Design turn_signal_seq_flat, sky130hd; sources not shown.
Figure 1. Ports around the boundary (run 1).
The bar under the picture is 20 um long. Pins as bars across the die edge, other pins in gray.
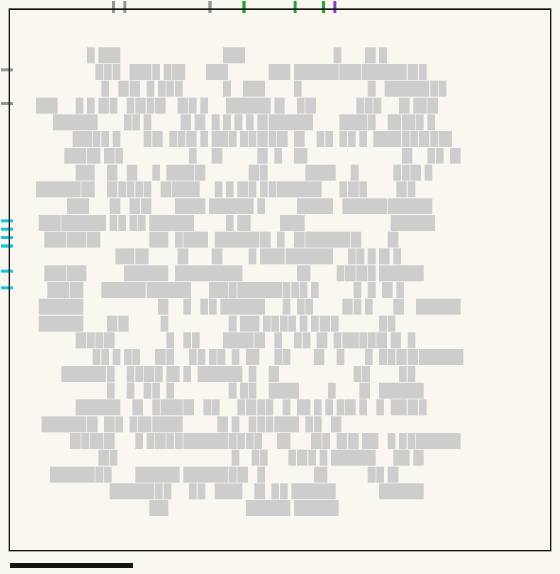
purple -> `rst`  # pins 1, direction input, edge top
cyan -> `bus_led`  # pins 6, direction output, edge left
green -> `bus_mode`  # pins 3, direction output, edge top
all pins by edge = 8 left, 7 top
Port Buffers: 13
chip width: 87.57 um
chip height: 87.57 um

Figure 2. M1 wires (run 1).
The bar under the picture is 20 um long.
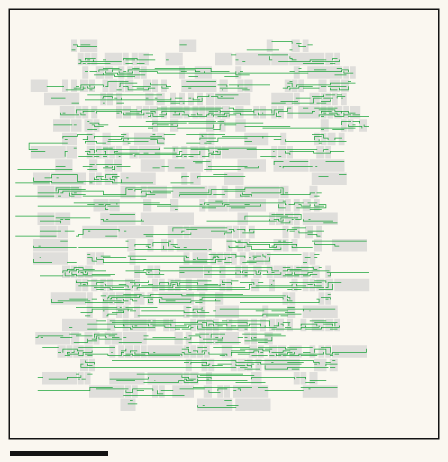
longest straight run = 31.7 um
main direction = horizontal
Via Count: 2442
final wirelength: 5.807 mm

Figure 3. Met3 routing (run 1).
The bar under the picture is 20 um long.
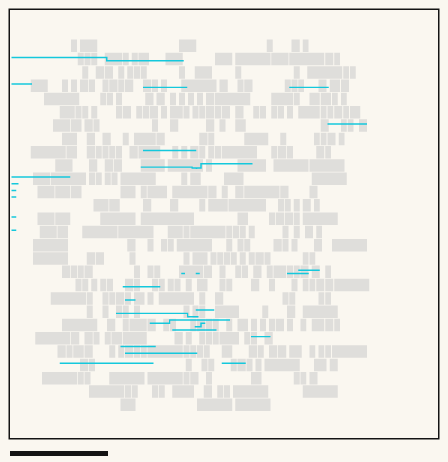
nets with wire on the layer = 24
longest straight run = 19.3 um
M3 GR Usage: 3.198%

Figure 4. Congestion heat map (run 1).
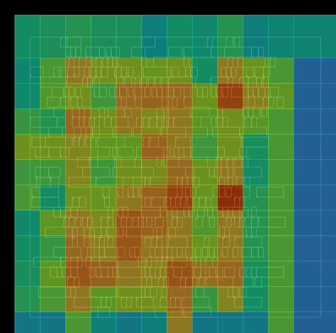
Final Core Density: 47.47%
met1 Use GR: 25.07%

==> results.py, run 1 <==
# Auto-generated metrics
metrics = {
    "clock_tree": {
        "cts_tree": "yes",
        "postCtsSetupRepairBufs": 0,
        "cts.htree.levels": 2,
        "cts_sinks": 41,
        "numCtsBuffers": 5,
        "cts_buffer_depth": 2,
        "path_clk_slew_ns": 0.08,
        "clk_latency_ns": 0.30,
        "cts_hold_buf": 0,
        "cts_root_buf": "clkbuf_8",
        "cts_resized": 0,
    },
    "critical_path": {
        "crit_chain": "ha_1 > nand2_2 > nor2_8 > nand2_4 > nor2_4 > nand4_4 > nor3_4 > a21oi_2",
        "cp_slowest_cell": "dfxtp_1",
        "reg2reg_slack_ns": 0.87,
        "critical-path-top-delay-family": "simple AND/OR/NAND/NOR gates",
        "end_kind": "register",
        "cpPeakStageDelay_ns": 0.42,
        "cp_num_buf_inv": 0,
        "start_kind": "register",
        "arrival_ns": 2.09,
        "crit_required_ns": 2.97,
        "r2r.worst_path.cells": 8,
        "worst-setup-path-type": "register to register",
        "crit_fanout": 6,
        "cp.depth": 8,
    },
    "layout": {
        "seqAreaFraction_pct": 28.70,
        "mi_logic_area_sq_mm": 0.001483,
        "layout_top_cells": "nand2_1 (111), nor2_1 (60), inv_1 (48)",
        "inv_count": 53,
        "seq_cell_count": 41,
        "final_nets": 433,
        "design_area_sq_mm": 0.002860,
        "flop_area_sq_um": 820.8,
        "largest_reg_flops": 25,
        "layout.cells.non_filler": 497,
        "comb_cells": 303,
        "diodes": 0,
        "layout_top_cell": "nand2_1",
        "drive_above_1_share_pct": 9.716,
        "num-nonclk-buffers": 18,
        "fillCellCount": 641,
        "clk_share_pct": 3.631,
        "comb-cell-share_pct": 51.84,
        "buffer_area_share_pct": 5.599,
        "clkbuf_count": 5,
        "dominant_cells": "combinational gates",
        "area_growth_pct": 12.94,
    },
    "synth": {
        "ys_cells": 402,
        "area_leaders": "dfxtp_1 (32%), nand2_1 (16%), nor2_1 (8.9%)",
        "syn_nets": 413,
        "synthXorXnorAreaFrac_pct": 1.038,
        "ys_sh_adder_pct": 2.470,
        "synthSimpleGateAreaFrac_pct": 46.15,
        "synth.largest_area_cell": "dfxtp_1",
        "async_flop_share_pct": 0,
        "syn-cell-area_sq_mm": 0.002532,
        "aoi_share_pct": 8.893,
        "synth.avg_cell_area_sq_um": 6.300,
        "mux_area_share_pct": 0,
        "edf_count": 0,
        "top_cell_area_share_pct": 32.41,
        "yosysWarnings": 0,
        "synthFlopType": "dfxtp_1",
        "ys_area_sq_mm": 0.002532,
        "yosys.cell_types.count": 33,
        "synth.top_cells.by_count": "nand2_1 (111), nor2_1 (60), inv_1 (48)",
        "synthCells": 402,
        "logic_family": "simple AND/OR/NAND/NOR gates",
        "ys_seq_share_pct": 32.41,
        "top_cell": "nand2_1",
        "ys_ff": 41,
    },
    "placement": {
        "place_congestion": 0.8736,
        "pre_cts_ws_ns": 0.7217,
        "placed_area_sq_mm": 0.002756,
        "hpwl_mm": 4.547,
        "dp.cells": 490,
    },
    "timing": {
        "finalSetupViolations": 0,
        "hold_viol_final": 0,
        "fin_crit_sh_pct": 69.88,
        "rsz0062_at_grt": "no",
        "final.setup.tns_ns": 0,
        "holdWs_ns": 0.3803,
        "fmax_ghz": 0.4935,
        "worst_slew_pin_slew_ns": 0.5197,
        "slew_violations": 0,
        "setup_ws_ns": 0.8736,
        "min_period_ns": 2.026,
        "relSlewSlack_pct": 65.35,
    },
    "die": {
        "fp_util_pct": 42.03,
        "tap_cells": 75,
        "die_area_sq_mm": 0.007669,
        "core_sq_mm": 0.006026,
        "num_rows": 28,
        "ioPinCount": 15,
    },
    "run": {
        "tool_warnings": 28,
        "cap_violations": 0,
    },
    "status": {
        "outcome": "complete, no violations",
    },
    "detailed_routing": {
        "avgRoutedWirePerCell_um": 11.68,
        "met1_length_mm": 3.205,
        "highest_layer": "met4",
        "wl_met2_mm": 2.292,
        "dr.pass1.iters": 4,
        "ant_nets": 0,
        "met3_length_um": 228,
        "detail_route.iter0.violations": 164,
        "vias_per_cell": 4.913,
        "drc": 0,
    },
    "pwr": {
        "power_mw": 1.068,
        "pwr-share-clk_pct": 42.1,
        "p_seq_share_pct": 53.4,
        "pwr-share-comb_pct": 4.6,
        "swShare_pct": 21.95,
        "power_density_mw_per_mm2": 373.2,
        "powerClk_uw": 449,
        "p_sw_uw": 234.3,
        "power_leader": "registers",
        "comb_power_uw": 48.9,
        "irDropWorstVdd_uv": 213.5,
        "power.internal_uw": 833.2,
        "seq_power_uw": 570,
        "p_leak_nw": 1.126,
    },
    "global_route": {
        "grt_pass1_wl_mm": 10.21,
        "grtUsageMet2_pct": 23.70,
        "track_usage_pct": 17.18,
        "grt_max_degree": 13,
        "antenna_found_initial": 0,
        "grt-ovfl-total": 0,
        "grt.busiest_layer": "met1",
        "grt_pass1_vias": 2208,
    },
    "min_path": {
        "hold_class": "register to register",
        "hold_depth": 2,
    },
}
Figure 5. Metal 2 (run 1).
The bar under the picture is 20 um long.
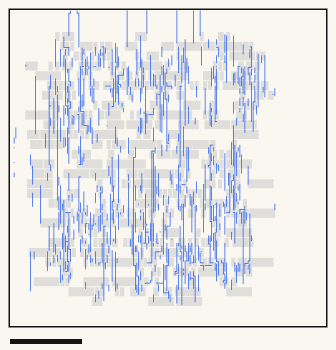

## Run 2: what changed since run 1
Clock period 2.9 ns to 2.1 ns, I/O delays scaled along.
Figure 6. Metal 2 (run 2).
The bar under the picture is 20 um long.
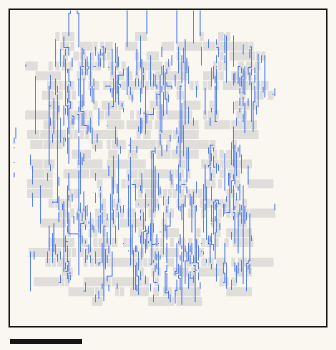
longest straight run = 31.3 um
nets with wire on the layer = 324
met2 usage in global routing: 23.70%
final wirelength: 5.810 mm

==> run 2 against run 1 <==
  * Sequential cell count stayed put
  * Routed wire length hardly changed
  * Combinational power is 41% higher
  * Worst setup slack worse by 0.65 ns
  * Final area is 1.0% higher
  * First-iteration DRC count is 20% lower
  * Synthesized area stayed put
  * Register-to-register slack worse by 0.65 ns
  * Largest power group unchanged
  * Highest routed layer unchanged
==> results.py, run 2 <==
# Auto-generated metrics
metrics = {
    "critical_path": {
        "arrival_ns": 1.95,
        "crit_fanout": 6,
        "end_kind": "register",
        "reg2reg_slack_ns": 0.23,
        "crit_required_ns": 2.18,
    },
    "synth": {
        "synthFlopType": "dfxtp_1",
        "ys_seq_share_pct": 32.41,
        "ys_sh_adder_pct": 2.470,
        "ys_ff": 41,
        "syn_nets": 413,
        "top_cell_area_share_pct": 32.41,
        "ys_area_sq_mm": 0.002532,
        "synthXorXnorAreaFrac_pct": 1.038,
        "synthSimpleGateAreaFrac_pct": 46.15,
        "async_flop_share_pct": 0,
        "mux_area_share_pct": 0,
        "edf_count": 0,
        "synth.avg_cell_area_sq_um": 6.300,
        "synth.top_cells.by_count": "nand2_1 (111), nor2_1 (60), inv_1 (48)",
        "aoi_share_pct": 8.893,
        "area_leaders": "dfxtp_1 (32%), nand2_1 (16%), nor2_1 (8.9%)",
        "yosysWarnings": 0,
    },
    "layout": {
        "layout.cells.non_filler": 498,
        "num-nonclk-buffers": 19,
        "flop_area_sq_um": 822.0,
        "seq_cell_count": 41,
        "buffer_area_share_pct": 6.410,
        "largest_reg_flops": 25,
        "diodes": 0,
        "fillCellCount": 639,
        "clkbuf_count": 5,
        "drive_above_1_share_pct": 10.40,
        "inv_count": 53,
        "mi_logic_area_sq_mm": 0.001485,
        "final_nets": 434,
    },
    "pwr": {
        "power_mw": 1.475,
        "irDropWorstVdd_uv": 295.3,
        "power.internal_mw": 1.152,
        "power_leader": "registers",
        "pwr-share-clk_pct": 41.9,
        "powerClk_uw": 618,
        "comb_power_uw": 69.1,
    },
    "clock_tree": {
        "path_clk_slew_ns": 0.08,
        "cts_hold_buf": 0,
        "postCtsSetupRepairBufs": 0,
        "cts_root_buf": "clkbuf_8",
    },
    "placement": {
        "pre_cts_ws_ns": 0.04173,
        "dp.cells": 490,
        "placed_area_sq_mm": 0.002756,
        "hpwl_mm": 4.547,
        "portBuffers": 13,
    },
    "global_route": {
        "grt_pass1_vias": 2208,
        "grt.busiest_layer": "met1",
        "track_usage_pct": 17.18,
        "antenna_found_initial": 0,
        "grt_pass1_wl_mm": 10.21,
        "grt_max_degree": 13,
    },
    "timing": {
        "setup_ws_ns": 0.2286,
        "rsz0062_at_grt": "no",
        "fin_crit_sh_pct": 89.12,
        "holdWs_ns": 0.3577,
        "final.setup.tns_ns": 0,
        "slew_violations": 0,
        "finalSetupViolations": 0,
        "min_period_ns": 1.871,
        "worst_slew_pin_slew_ns": 0.5169,
    },
    "status": {
        "outcome": "complete, no violations",
    },
    "min_path": {
        "hold_class": "input port to register",
    },
    "die": {
        "ioPinCount": 15,
        "core_sq_mm": 0.006026,
        "die_h_um": 87.57,
        "die_area_sq_mm": 0.007669,
        "die_w_um": 87.57,
    },
    "run": {
        "cap_violations": 0,
        "tool_warnings": 28,
    },
    "detailed_routing": {
        "detail_route.iter0.violations": 132,
    },
}
Power and IR drop assume default switching activity.
